File: config.mk
export PLATFORM = sky130hd
export DESIGN_NAME = mem_port_arbiter_flat
export DESIGN_NICKNAME = d
export VERILOG_FILES = /design/src/rtl/mem_port_arbiter_if.sv /design/src/rtl/mem_port_arbiter.sv /design/src/flat_wrapper.sv
export SDC_FILE = /design/constraint.sdc
export NUM_CORES = 1
export LEC_CHECK = 0
export CAP_MARGIN = 20
export CORE_AREA = 3 3 616 618
export DETAILED_ROUTE_END_ITERATION = 12
export DIE_AREA = 0 0 619 621
export SLEW_MARGIN = 15
export SYNTH_ARGS = -nofsm -noshare
export SYNTH_HDL_FRONTEND = slang
export SYNTH_SLANG_ARGS = --single-unit
File: constraint.sdc
create_clock -name clock -period 3.8 [get_ports clock]
set_input_delay 0.76 -clock clock [delete_from_list [all_inputs] [get_ports clock]]
set_output_delay 0.76 -clock clock [all_outputs]
set_load 0.02 [all_outputs]
File: src/rtl/mem_port_arbiter_if.sv
// Bundle between the requesters, the round-robin arbiter and the single memory port.
// Handshake: a requester holds req_read/req_write and its command stable until
// grant[i] is high in the same cycle; that cycle is the accept. No data is
// returned for writes; reads return rd_valid[i] two cycles after the accept.
interface mem_port_arbiter_if #(
   parameter int NUM_REQ = 3,
   parameter int ADDR_W  = 11,
   parameter int DATA_W  = 256
);
   logic [NUM_REQ-1:0]        req_read;
   logic [NUM_REQ-1:0]        req_write;
   logic [NUM_REQ-1:0]        req_lock;
   logic [NUM_REQ*ADDR_W-1:0] req_address;
   logic [NUM_REQ*DATA_W-1:0] req_writedata;
   logic [NUM_REQ-1:0]        grant;
   logic [NUM_REQ-1:0]        rd_valid;
   logic [DATA_W-1:0]         rd_data;
   logic                      mem_read;
   logic                      mem_write;
   logic [ADDR_W-1:0]         mem_address;
   logic [DATA_W-1:0]         mem_writedata;
   logic [DATA_W-1:0]         mem_readdata;
   logic                      lock_state;

   modport slave (
      input  req_read, req_write, req_lock, req_address, req_writedata, mem_readdata,
      output grant, rd_valid, rd_data, mem_read, mem_write, mem_address, mem_writedata,
             lock_state
   );

   modport master (
      output req_read, req_write, req_lock, req_address, req_writedata, mem_readdata,
      input  grant, rd_valid, rd_data, mem_read, mem_write, mem_address, mem_writedata,
             lock_state
   );
endinterface

File: src/rtl/mem_port_arbiter.sv
// Round-robin arbiter with burst locking for one single-ported, 1-cycle-latency
// memory; registers the winning command and steers read data back by tag.
module mem_port_arbiter #(
   parameter int NUM_REQ  = 3,
   parameter int ADDR_W   = 11,
   parameter int DATA_W   = 256,
   parameter int MAX_LOCK = 8
) (
   input logic               clock,
   input logic               reset,
   mem_port_arbiter_if.slave bus
);
   localparam int IDX_W = (NUM_REQ > 1) ? $clog2(NUM_REQ) : 1;
   localparam int CNT_W = $clog2(MAX_LOCK + 1);
   localparam logic [CNT_W-1:0] MAX_CNT = CNT_W'(MAX_LOCK);

   typedef enum logic {ST_FREE = 1'b0, ST_LOCKED = 1'b1} lock_state_t;

   lock_state_t        state, state_next;
   logic [IDX_W-1:0]   owner, owner_next;
   logic [CNT_W-1:0]   lock_cnt, cnt_next;
   logic [IDX_W-1:0]   rr_ptr;

   logic [NUM_REQ-1:0] act;
   logic [NUM_REQ-1:0] owner_mask;
   logic               others;
   logic               owner_act;
   logic               keep_owner;
   logic               skip_owner;
   logic [IDX_W-1:0]   cand;
   logic               gnt_any;
   logic [IDX_W-1:0]   gnt_idx;
   logic [NUM_REQ-1:0] grant_oh;
   logic [NUM_REQ-1:0] read_oh;
   logic               sel_read;
   logic               sel_write;
   logic [ADDR_W-1:0]  sel_addr;
   logic [DATA_W-1:0]  sel_wdata;

   logic               mem_read_q;
   logic               mem_write_q;
   logic [ADDR_W-1:0]  mem_address_q;
   logic [DATA_W-1:0]  mem_writedata_q;
   logic [NUM_REQ-1:0] tag_s1, tag_s2;

   always_comb begin
      act        = bus.req_read | bus.req_write;
      owner_mask = {{(NUM_REQ-1){1'b0}}, 1'b1} << owner;
      others     = |(act & ~owner_mask);
      owner_act  = (state == ST_LOCKED) && act[owner];
      keep_owner = owner_act && ((lock_cnt < MAX_CNT) || !others);
      // Owner still wants the port but has used its burst: rotate past it.
      skip_owner = owner_act && !keep_owner;

      gnt_any = 1'b0;
      gnt_idx = '0;
      cand    = '0;
      if (keep_owner) begin
         gnt_any = 1'b1;
         gnt_idx = owner;
      end else begin
         for (int k = 1; k <= NUM_REQ; k++) begin
            cand = IDX_W'((int'(rr_ptr) + k) % NUM_REQ);
            if (!gnt_any && act[cand] && !(skip_owner && (cand == owner))) begin
               gnt_any = 1'b1;
               gnt_idx = cand;
            end
         end
      end
      if (reset) begin
         gnt_any = 1'b0;
      end

      grant_oh = '0;
      if (gnt_any) begin
         grant_oh[gnt_idx] = 1'b1;
      end
      read_oh = grant_oh & bus.req_read & ~bus.req_write;

      sel_read  = 1'b0;
      sel_write = 1'b0;
      sel_addr  = '0;
      sel_wdata = '0;
      for (int i = 0; i < NUM_REQ; i++) begin
         if (grant_oh[i]) begin
            sel_write = bus.req_write[i];
            sel_read  = bus.req_read[i] & ~bus.req_write[i];
            sel_addr  = bus.req_address[i*ADDR_W +: ADDR_W];
            sel_wdata = bus.req_writedata[i*DATA_W +: DATA_W];
         end
      end

      state_next = ST_FREE;
      owner_next = owner;
      cnt_next   = '0;
      if (gnt_any && bus.req_lock[gnt_idx]) begin
         state_next = ST_LOCKED;
         owner_next = gnt_idx;
         if ((state == ST_LOCKED) && (owner == gnt_idx)) begin
            cnt_next = (lock_cnt == MAX_CNT) ? MAX_CNT : lock_cnt + 1'b1;
         end else begin
            cnt_next = {{(CNT_W-1){1'b0}}, 1'b1};
         end
      end
   end

   always_ff @(posedge clock) begin
      if (reset) begin
         state           <= ST_FREE;
         owner           <= '0;
         lock_cnt        <= '0;
         rr_ptr          <= '0;
         mem_read_q      <= 1'b0;
         mem_write_q     <= 1'b0;
         mem_address_q   <= '0;
         mem_writedata_q <= '0;
         tag_s1          <= '0;
         tag_s2          <= '0;
      end else begin
         state    <= state_next;
         owner    <= owner_next;
         lock_cnt <= cnt_next;
         if (gnt_any) begin
            rr_ptr          <= gnt_idx;
            mem_read_q      <= sel_read;
            mem_write_q     <= sel_write;
            mem_address_q   <= sel_addr;
            mem_writedata_q <= sel_wdata;
         end else begin
            mem_read_q  <= 1'b0;
            mem_write_q <= 1'b0;
         end
         tag_s1 <= read_oh;
         tag_s2 <= tag_s1;
      end
   end

   assign bus.grant         = grant_oh;
   assign bus.rd_valid      = tag_s2;
   assign bus.rd_data       = bus.mem_readdata;
   assign bus.mem_read      = mem_read_q;
   assign bus.mem_write     = mem_write_q;
   assign bus.mem_address   = mem_address_q;
   assign bus.mem_writedata = mem_writedata_q;
   assign bus.lock_state    = state;
endmodule

File: src/flat_wrapper.sv
// flat-port wrapper written by rule: the top's interface ports become plain ports
module mem_port_arbiter_flat 
#(
   parameter int NUM_REQ  = 3,
   parameter int ADDR_W   = 11,
   parameter int DATA_W   = 256,
   parameter int MAX_LOCK = 8
)
  (clock, reset, bus_req_read, bus_req_write, bus_req_lock, bus_req_address, bus_req_writedata, bus_mem_readdata, bus_grant, bus_rd_valid, bus_rd_data, bus_mem_read, bus_mem_write, bus_mem_address, bus_mem_writedata, bus_lock_state);
  mem_port_arbiter_if #(.NUM_REQ(NUM_REQ), .ADDR_W(ADDR_W), .DATA_W(DATA_W)) bus_i ();
  input logic clock;
  input logic reset;
  input wire logic [$bits(bus_i.req_read)-1:0] bus_req_read;
  input wire logic [$bits(bus_i.req_write)-1:0] bus_req_write;
  input wire logic [$bits(bus_i.req_lock)-1:0] bus_req_lock;
  input wire logic [$bits(bus_i.req_address)-1:0] bus_req_address;
  input wire logic [$bits(bus_i.req_writedata)-1:0] bus_req_writedata;
  input wire logic [$bits(bus_i.mem_readdata)-1:0] bus_mem_readdata;
  output wire logic [$bits(bus_i.grant)-1:0] bus_grant;
  output wire logic [$bits(bus_i.rd_valid)-1:0] bus_rd_valid;
  output wire logic [$bits(bus_i.rd_data)-1:0] bus_rd_data;
  output wire logic [$bits(bus_i.mem_read)-1:0] bus_mem_read;
  output wire logic [$bits(bus_i.mem_write)-1:0] bus_mem_write;
  output wire logic [$bits(bus_i.mem_address)-1:0] bus_mem_address;
  output wire logic [$bits(bus_i.mem_writedata)-1:0] bus_mem_writedata;
  output wire logic [$bits(bus_i.lock_state)-1:0] bus_lock_state;
  assign bus_i.req_read = bus_req_read;
  assign bus_i.req_write = bus_req_write;
  assign bus_i.req_lock = bus_req_lock;
  assign bus_i.req_address = bus_req_address;
  assign bus_i.req_writedata = bus_req_writedata;
  assign bus_i.mem_readdata = bus_mem_readdata;
  assign bus_grant = bus_i.grant;
  assign bus_rd_valid = bus_i.rd_valid;
  assign bus_rd_data = bus_i.rd_data;
  assign bus_mem_read = bus_i.mem_read;
  assign bus_mem_write = bus_i.mem_write;
  assign bus_mem_address = bus_i.mem_address;
  assign bus_mem_writedata = bus_i.mem_writedata;
  assign bus_lock_state = bus_i.lock_state;
  mem_port_arbiter #(.NUM_REQ(NUM_REQ), .ADDR_W(ADDR_W), .DATA_W(DATA_W), .MAX_LOCK(MAX_LOCK)) u_core (.clock(clock), .reset(reset), .bus(bus_i));
endmodule
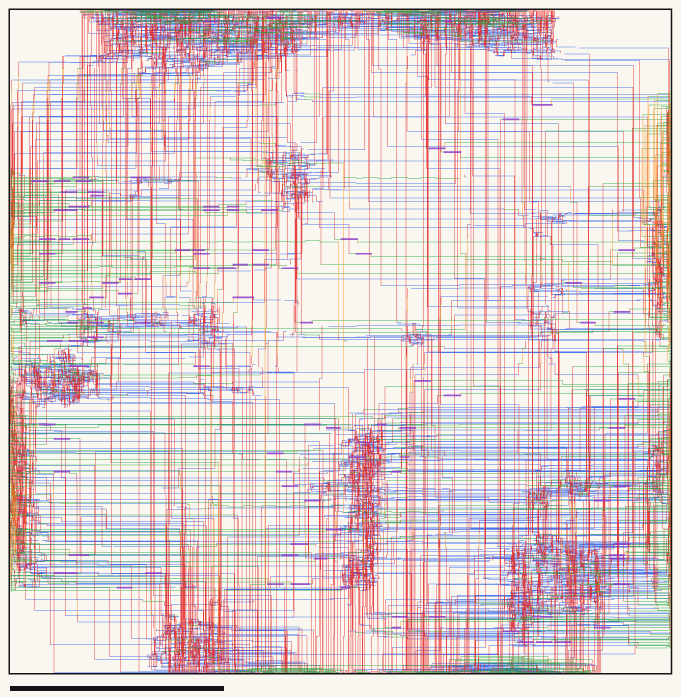
**Above:** run 1 (signal wires by layer).
Bar = 200 um.
Key: met5 = purple [wire length 1390 um]; met3 = green [wire length 39.6 mm]; met4 = orange [wire length 8140 um]; met1 = blue [wire length 109 mm]; met2 = red [wire length 121 mm]

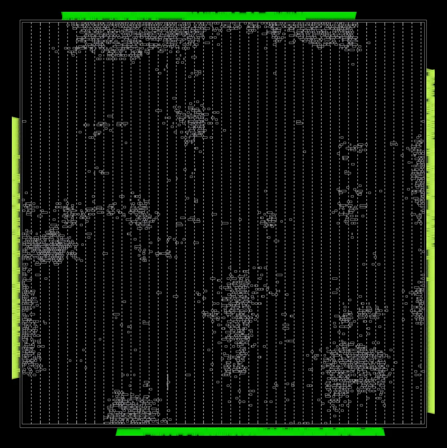
**Above:** run 1 (cell outlines without signal wires).
Core ar.: 0.375 mm2
Filler cells: 43274
final standard cell count with taps included and fillers excluded: 7940
number of flip-flops and latches: 284
row count: 225

==> run notes, run 1 <==
Summary of the current implementation state.

- The count of inverters other than clock inverters in the layout is 9, for reference.
- In this design, the stage delay of the slowest critical-path cell is roughly 0.32 ns.
- According to the timing report, the critical path is captured at bus_grant[0].
- The worst setup path is launched from a register.
- Routing resource usage on met1 recorded by global route was 15.9%.
- The via count of the first global-routing pass is 20297.
- Per the finish-stage timing summary, setup violations number 3.
- Leaving out the clock tree, the finished layout contains a buffer count of 1302.
- The post-synth net total is 3003, for reference.
- The number of logic gates is 1194, for reference.
- The area share of xor/xnor cells in the synthesized design is 0.188%, for reference.
- The number of different library cells used by synthesis comes to 63.
- Per the placement report, the placed cell count is 7753.
- The flow inserted around 5000 tap cells.
- Per STA, the worst path is made up of buf_4 > ha_4 > xnor2_1 > nand3_4 > a211oi_4 > a21o_1 > and2_4 > a32o_4 > nand2_4 > nor2_4 > buf_12.
- Cell internal power was estimated by the tool at roughly 19 mW.
- The total of flip-flops plus latches after synthesis is 284, for reference.
- The flip-flop and latch share of the layout cell area is 15.3%, for reference.
- The total power of the final layout is 39.2 mW, for reference.
- The die extent in x is approximately 620 um, for reference.
- The cell type of the slowest stage on the worst timing path is dfxtp_2, for reference.
- The stat command in Yosys gives a chip area of 0.0186 mm2.
- Net switching is 50.9% of the power.
- Sequential cells consume a total of 5.21 mW.
- The flip-flop count of the largest register after layout is 256, for reference.
- The standby leakage power is 11.9 nW, for reference.
- The final timing summary puts the cycle share of the worst path at 104%.
- The worst slew margin relative to its limit is 34.6%, for reference.
- The multiplexer share of the synthesized area is 0.289%, for reference.
- Ranked by instance count, the synthesized netlist is headed by nor2_1, dfxtp_1, buf_4, a2111oi_2, o22ai_2.
- The clock network burns 12.2% of the power.
- In the global route stage, met3 resource usage came out at approximately 9%.
- The total die area is 0.384 mm2, for reference.
- The clock insertion delay at the later pin of the skew report is about 0.7 ns, for reference.
- Looking at the hold checks, the worst path lands on u_core.bus.rd_valid[1].
- The flow reports an fmax of 253 MHz.
- Looking at the area split, the leading class of cells is non-clock buffers.
- The worst-margin pin slew is 0.977 ns, for reference.
- The combinational cell fraction of total power is roughly 75%, for reference.
- The count of final max-slew check failures is 0, for reference.
- For this sky-water flow run, the detailed-routed wirelength per cell is reported as 35.1 um.
- The critical path in this run is classified as reg -> out.
- The post-synthesis adder-cell area fraction is less than 1%, for reference.
- The first-pass GRT wire length is 323000 um, for reference.
- Before any placement, the netlist area is recorded as 0.0186 mm2.
- After synthesis, the design contains 1931 cells according to Yosys.
- The final reports fail on setup timing.
- The clock distribution power is between 4 and 5 mW, for reference.
- The top flip-flop cell by instance count after synthesis is dfxtp_1, for reference.
- Setup repair after global routing could not meet its margin everywhere.
- The worst slack after detailed placement is -1.22 ns, for reference.
- The placed instance area is 0.0345 mm2, for reference.
- The switching component of the power was reported as around 20 mW.
- The fraction of layout instances using a drive strength above 1 is 29.3%, for reference.
- The tightest hold path in the finished design has a slack of 0.458 ns.
- On the critical path the largest part of the delay comes from AND-OR/OR-AND gates.
- The power attributed to combinational cells is 29.2 mW, for reference.
- The cell sitting at the root of the clock tree is a clkbuf_16.
- The hold path startpoint is u_core.tag_s1[1], for reference.
- The sum of net half-perimeters after detailed placement is 251000 um, for reference.
- The share of the synthesized area in the top cell type is 30.5%, for reference.
- The via density per instance is 2.70, for reference.
- Measured on the final layout, the clock distribution area share stands at 4.33%.
- The script computed a power per unit cell area of between 1000 and 1500 mW/mm2.
- The routing layer with the top usage in global route is met2, for reference.
- The critical path startpoint is u_core.rr_ptr[0], for reference.
- The detailed router reports a met3 wire length of 39600 um.
- The cell count after synthesis is between 1500 and 2000, for reference.
- Entering global routing, the biggest net connects 94 pins.
- The number of max-capacitance violations reported is 0, for reference.
- The clock slew at the register clock pins of the worst setup and hold paths is 0.06 ns, for reference.
- The final core area utilization is 9.89%, for reference.
- Counting both buffers and inverters, the worst setup path holds a total of 2.
- The run finished, with violations left.
- In the floorplan report the effective utilization is 4.97%.
- The most popular library cell in the synthesized design by count is nor2_1, for reference.
- In the post-synthesis netlist, the biggest area contributors are dfxtp_1, a2111oi_2, o22ai_2.
- The critical path arrival is 3.20 ns, for reference.
- The largest buffer count on any clock path is 3, for reference.
- The main logic family after synthesis is AND-OR/OR-AND gates, for reference.
- The post-route standard cell area excluding fillers is 0.0371 mm2, for reference.
- The maximum ir drop on the vdd rail is 0.651 mV, for reference.
- Counting every sink on the clock net gives 284.
- Per the layout area report, the combinational gate area comes to between 0.01 and 0.015 mm2.
- Gates resized during post-CTS repair numbered 48.
- Setup slack on the critical path of the routed design comes to -0.159 ns.
- Across the whole layout, storage elements account for 0.00569 mm2.
- The area share of and-or/or-and cells after synthesis is 38.8%, for reference.
- The library cell used most frequently in the layout, excluding fill and tap cells, is clkdlybuf4s50_1.
- The number of DRC violations after detailed-routing iteration 0 is 1550, for reference.
- The remaining design rule violation count is 0, for reference.
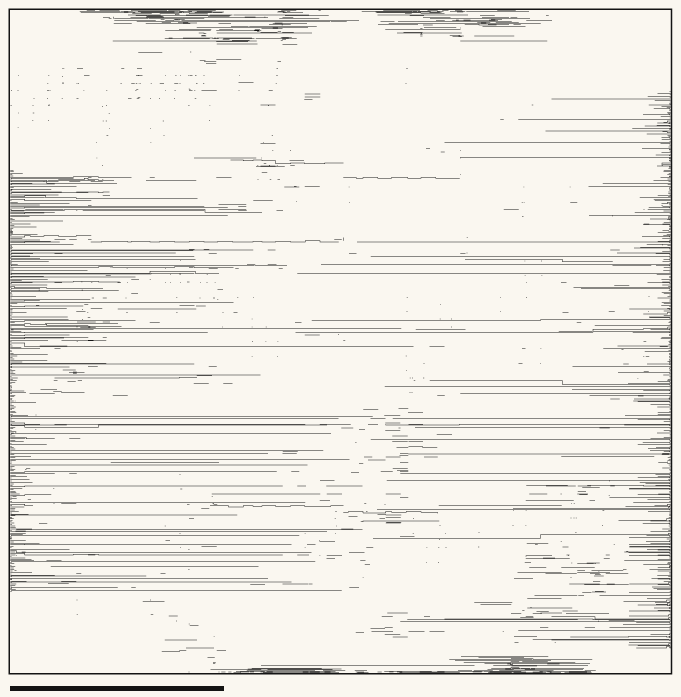
**Above:** run 1 (M3 wires).
Bar = 200 um.
The wires run mostly horizontal. The longest straight run is 366 um. The layer carries 39.6 mm of wire.

**Run 1: signal wires on met4**

Supply wires on this layer in grey. Cells faint in the background.
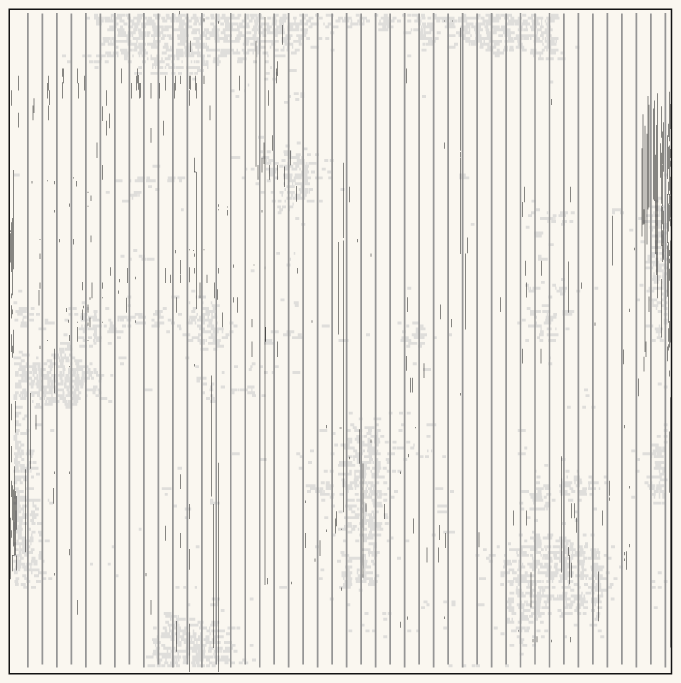

--- run 2 (diff from run 1) ---
- CORE_AREA: 3 3 616 618 -> 2 2 615 617
- DIE_AREA: 0 0 619 621 -> 0 0 617 619
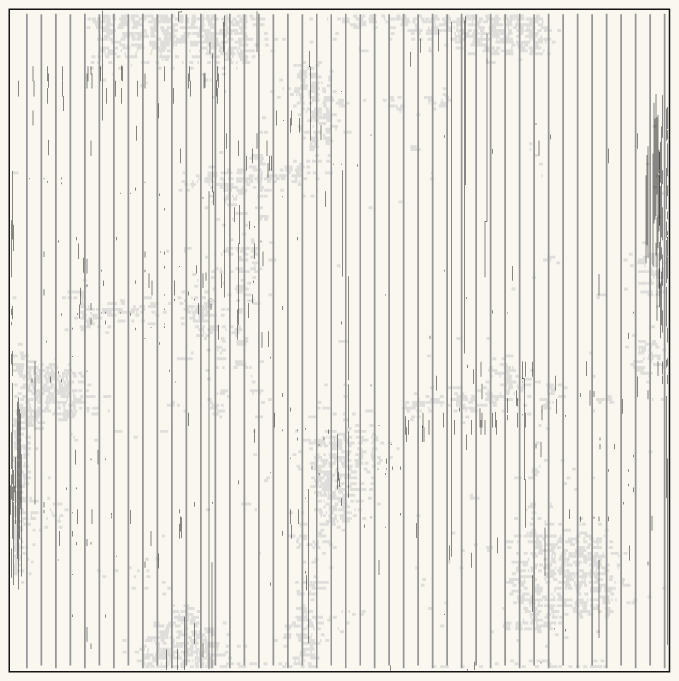
**Above:** run 2 (signal wires on met4).
Supply wires on this layer in grey. Cells faint in the background.
The longest straight run is 501 um. The wires run mostly vertical. The layer carries 9620 um of wire. The layer holds 3.3% of the routed length.

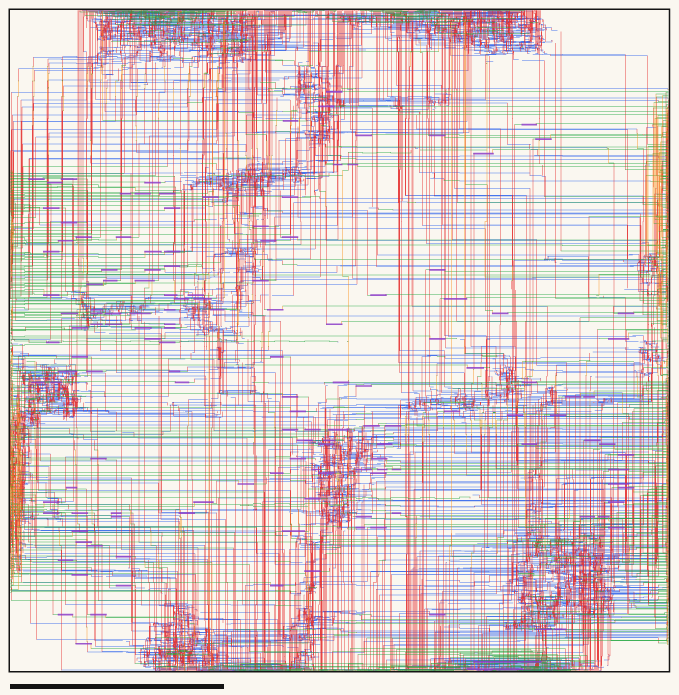
**Above:** run 2 (signal wires by layer).
Bar = 200 um.
Key: met3 = green [wire length 50.6 mm]; met1 = blue [wire length 109 mm]; met4 = orange [wire length 9620 um]; met5 = purple [wire length 2050 um]; met2 = red [wire length 119 mm]
vias post-DR: 21131
final routed wirelength across all metal layers: 290000 um
Routed wire per std cell: 36.9 um

==> run notes, run 2 <==
Summary of the current implementation state.

- The run finished, with violations left.
- The final reports fail on setup timing.
- The area share of xor/xnor cells in the synthesized design is 0.188% (unchanged).
- The placed instance area was 0.0343 mm2 (-0.65%).
- The met1 track demand over resource is 16.2% (+0.28 points), for reference.
- Among cell families on the critical path, the largest total delay comes from AND-OR/OR-AND gates.
- The post-synthesis instance area is 0.0186 mm2 (unchanged), for reference.
- STA classifies the critical path startpoint as a register.
- The setup-violating endpoint count in the final report is 3 (unchanged), for reference.
- The worst slack after detailed placement was -0.964 ns (+0.255 ns).
- In this run, synthesis inferred 0 flip-flops with an integrated enable.
- The post-route standard cell area excluding fillers came to 0.0363 mm2 (-2.0%).
- Multi-input gates account for 27.4% of the area.
- The count of inverters other than clock inverters in the layout came to 9 (unchanged).
- The standard cell core area is 0.375 mm2 (about the same), for reference.
- The share of the clock period used by the worst path after layout was 106% (+1.5 points).
- The fraction of layout instances using a drive strength above 1 is 26.9% (-2.4 points), for reference.
- The start of the worst register-to-register path is u_core.rr_ptr[0], for reference.
- The die extent in x is 617 um (-0.32%), for reference.
- After synthesis, the largest family of logic cells by area is AND-OR/OR-AND gates.
- The area share of and-or/or-and cells after synthesis is 38.8% (unchanged).
- The yosys stat chip area was 0.0186 mm2 (unchanged).
- The clock-cell share of area came to 4.62% (+0.29 points).
- The worst hold path terminates at u_core.bus.rd_valid[2].
- The number of clock sinks is 284 (unchanged), for reference.
- The multiplexer share of the synthesized area came to 0.289% (unchanged).
- The number of DRC violations after detailed-routing iteration 0 is 1333 (-14%), for reference.
- The maximum ir drop on the vdd rail came to 0.847 mV (+30%).
- The initial core utilization was 4.97% (about the same).
- The total instance count after detailed placement is 7727 (-0.34%), for reference.
- The biggest cell delay along the critical path came to 0.36 ns (+0.04 ns).
- The internal power summed over all cells is 18.1 mW (-6.1%), for reference.
- The clock slew at the register clock pins of the worst setup and hold paths is 0.06 ns (about the same), for reference.
- The wire length on met3 is 50600 um (+28%), for reference.
- Setup repair after global routing could not meet its margin everywhere.
- The tap cell instance count came to 4994 (unchanged).
- The global-route track usage on met3 is 11.7% (+2.8 points), for reference.
- The total of flip-flops plus latches after synthesis is 284 (unchanged), for reference.
- The final-layout fill cell count is 43268 (-0.014%), for reference.
- The power attributed to combinational cells is 26.1 mW (-11%), for reference.
- The number of distinct library cells after synthesis is 63 (unchanged), for reference.
- Traced cell by cell, the critical path runs through inv_2 > ha_4 > buf_4 > buf_6 > o21ai_2 > a21oi_2 > buf_4 > o21bai_4 > nand2_4 > a211o_1 > a32o_4 > nor3_4 > buf_12 > buf_12.
- The cell type taking the most area is non-clock buffers, for reference.
- The final hold slack is 0.450 ns (-0.00830 ns).
- The post-synth net total is 3003 (unchanged), for reference.
- The sum of net half-perimeters after detailed placement was 265000 um (+5.3%).
- The area taken by flip-flops and latches is 0.00569 mm2 (about the same), for reference.
- The critical path arrival is 3.26 ns (+0.06 ns), for reference.
- The via density per instance is 2.68 (-0.55%).
- The critical path startpoint is u_core.rr_ptr[0], for reference.
- The ratio of total power to cell area came to 1000 mW/mm2 (-5.5%).
- For reference, the top cells by count after synthesis are nor2_1, dfxtp_1, buf_4, a2111oi_2, o22ai_2.
- The count of final max-slew check failures came to 0 (unchanged).
- The library cell used most frequently in the layout, excluding fill and tap cells, is clkdlybuf4s50_1.
- The minimum setup slack in the final design is -0.217 ns (-0.0575 ns), for reference.
- The final sequential cell count is 284 (unchanged).
- The area of the multi-input gates is 0.00994 mm2 (-2.0%).
- The post-synthesis adder-cell area fraction was 0.269% (unchanged).
- In this run the most critical hold path is launched from u_core.tag_s1[2].
- The clock distribution power was 5.02 mW (+4.6%).
- The standby leakage power was 11.6 nW (-2.7%).
- The number of buffer and inverter stages on the critical path was 6 (+4).
- The first-pass GRT wire length was 335000 um (+3.9%).
- Per the GRT log, the top usage layer is met2.
- The clock root buffer is clkbuf_16, for reference.
- The most used flip-flop cell after synthesis is dfxtp_1.
- At the end of the flow, the number of nets in the layout was 3861.
- The total die area is 0.382 mm2 (-0.64%), for reference.
- The remaining design rule violation count was 0 (unchanged).
- The number of logic gates came to 1194 (unchanged).
- The count of plain and timing-repair buffers in the layout is 1253 (-3.8%), for reference.
- The switching power is 18.2 mW (-8.6%), for reference.
- The worst slew margin relative to its limit is 36.5% (+1.9 points), for reference.
- The clock insertion delay at the later pin of the skew report is 0.73 ns (+0.03 ns), for reference.
- The slowest stage of the critical path is the a32o_4 cell.
- The flip-flop count of the largest register after layout is 256 (unchanged).
- The combinational cell fraction of total power was 71.7% (-2.8 points).
- The final core area utilization came to 9.70% (-0.19 points).
- The maximum number of pins on one net before global-route repair is 81 (-14%), for reference.
- The total power of the final layout came to 36.3 mW (-7.4%).
- The count of standard-cell rows came to 225 (unchanged).
- The number of gates given a new drive strength after cts is 16 (-67%), for reference.
- OpenSTA lists the critical path endpoint as bus_grant[1].
- The largest buffer count on any clock path is 3 (unchanged), for reference.
- The power drawn by the sequential cells is 5.26 mW (+1%), for reference.
- The worst-margin pin slew is 0.952 ns (-0.0254 ns), for reference.
- By area the synthesized netlist is led by dfxtp_1, a2111oi_2, o22ai_2.
- Looking at the gate-level netlist, the highest instance count belongs to nor2_1.
- The portion of total power attributed to the clock network is 13.8% (+1.6 points).
- The via count of the first global-routing pass is 19913 (-1.9%), for reference.
- The repair_antennas step left the layout with diodes totalling 53.
- The initial antenna violation count is 398, for reference.
- The cell count after synthesis is 1931 (unchanged), for reference.
- The cell total in the yosys stat output is 1931 (unchanged), for reference.
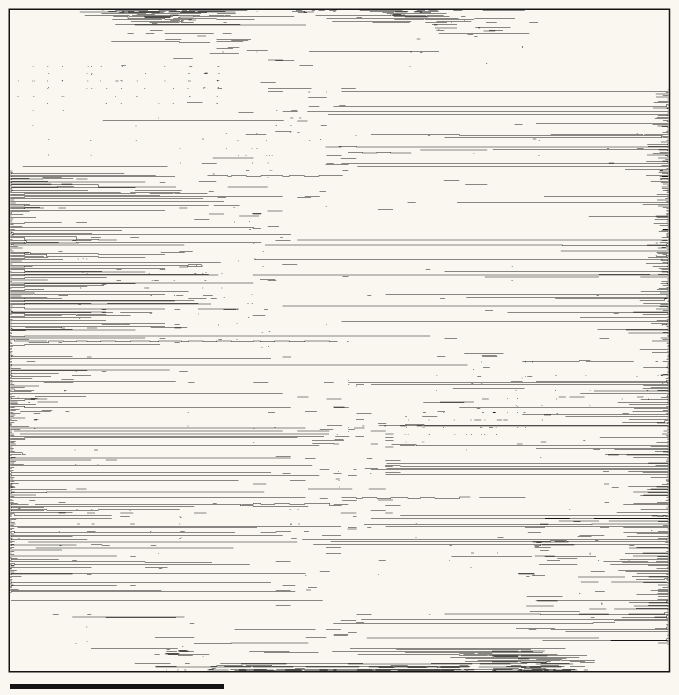
**Above:** run 2 (M3 wires).
Bar = 200 um.
882 nets have wire on it. The layer carries 50.6 mm of wire.

Power is estimated from default activity; no workload was simulated.
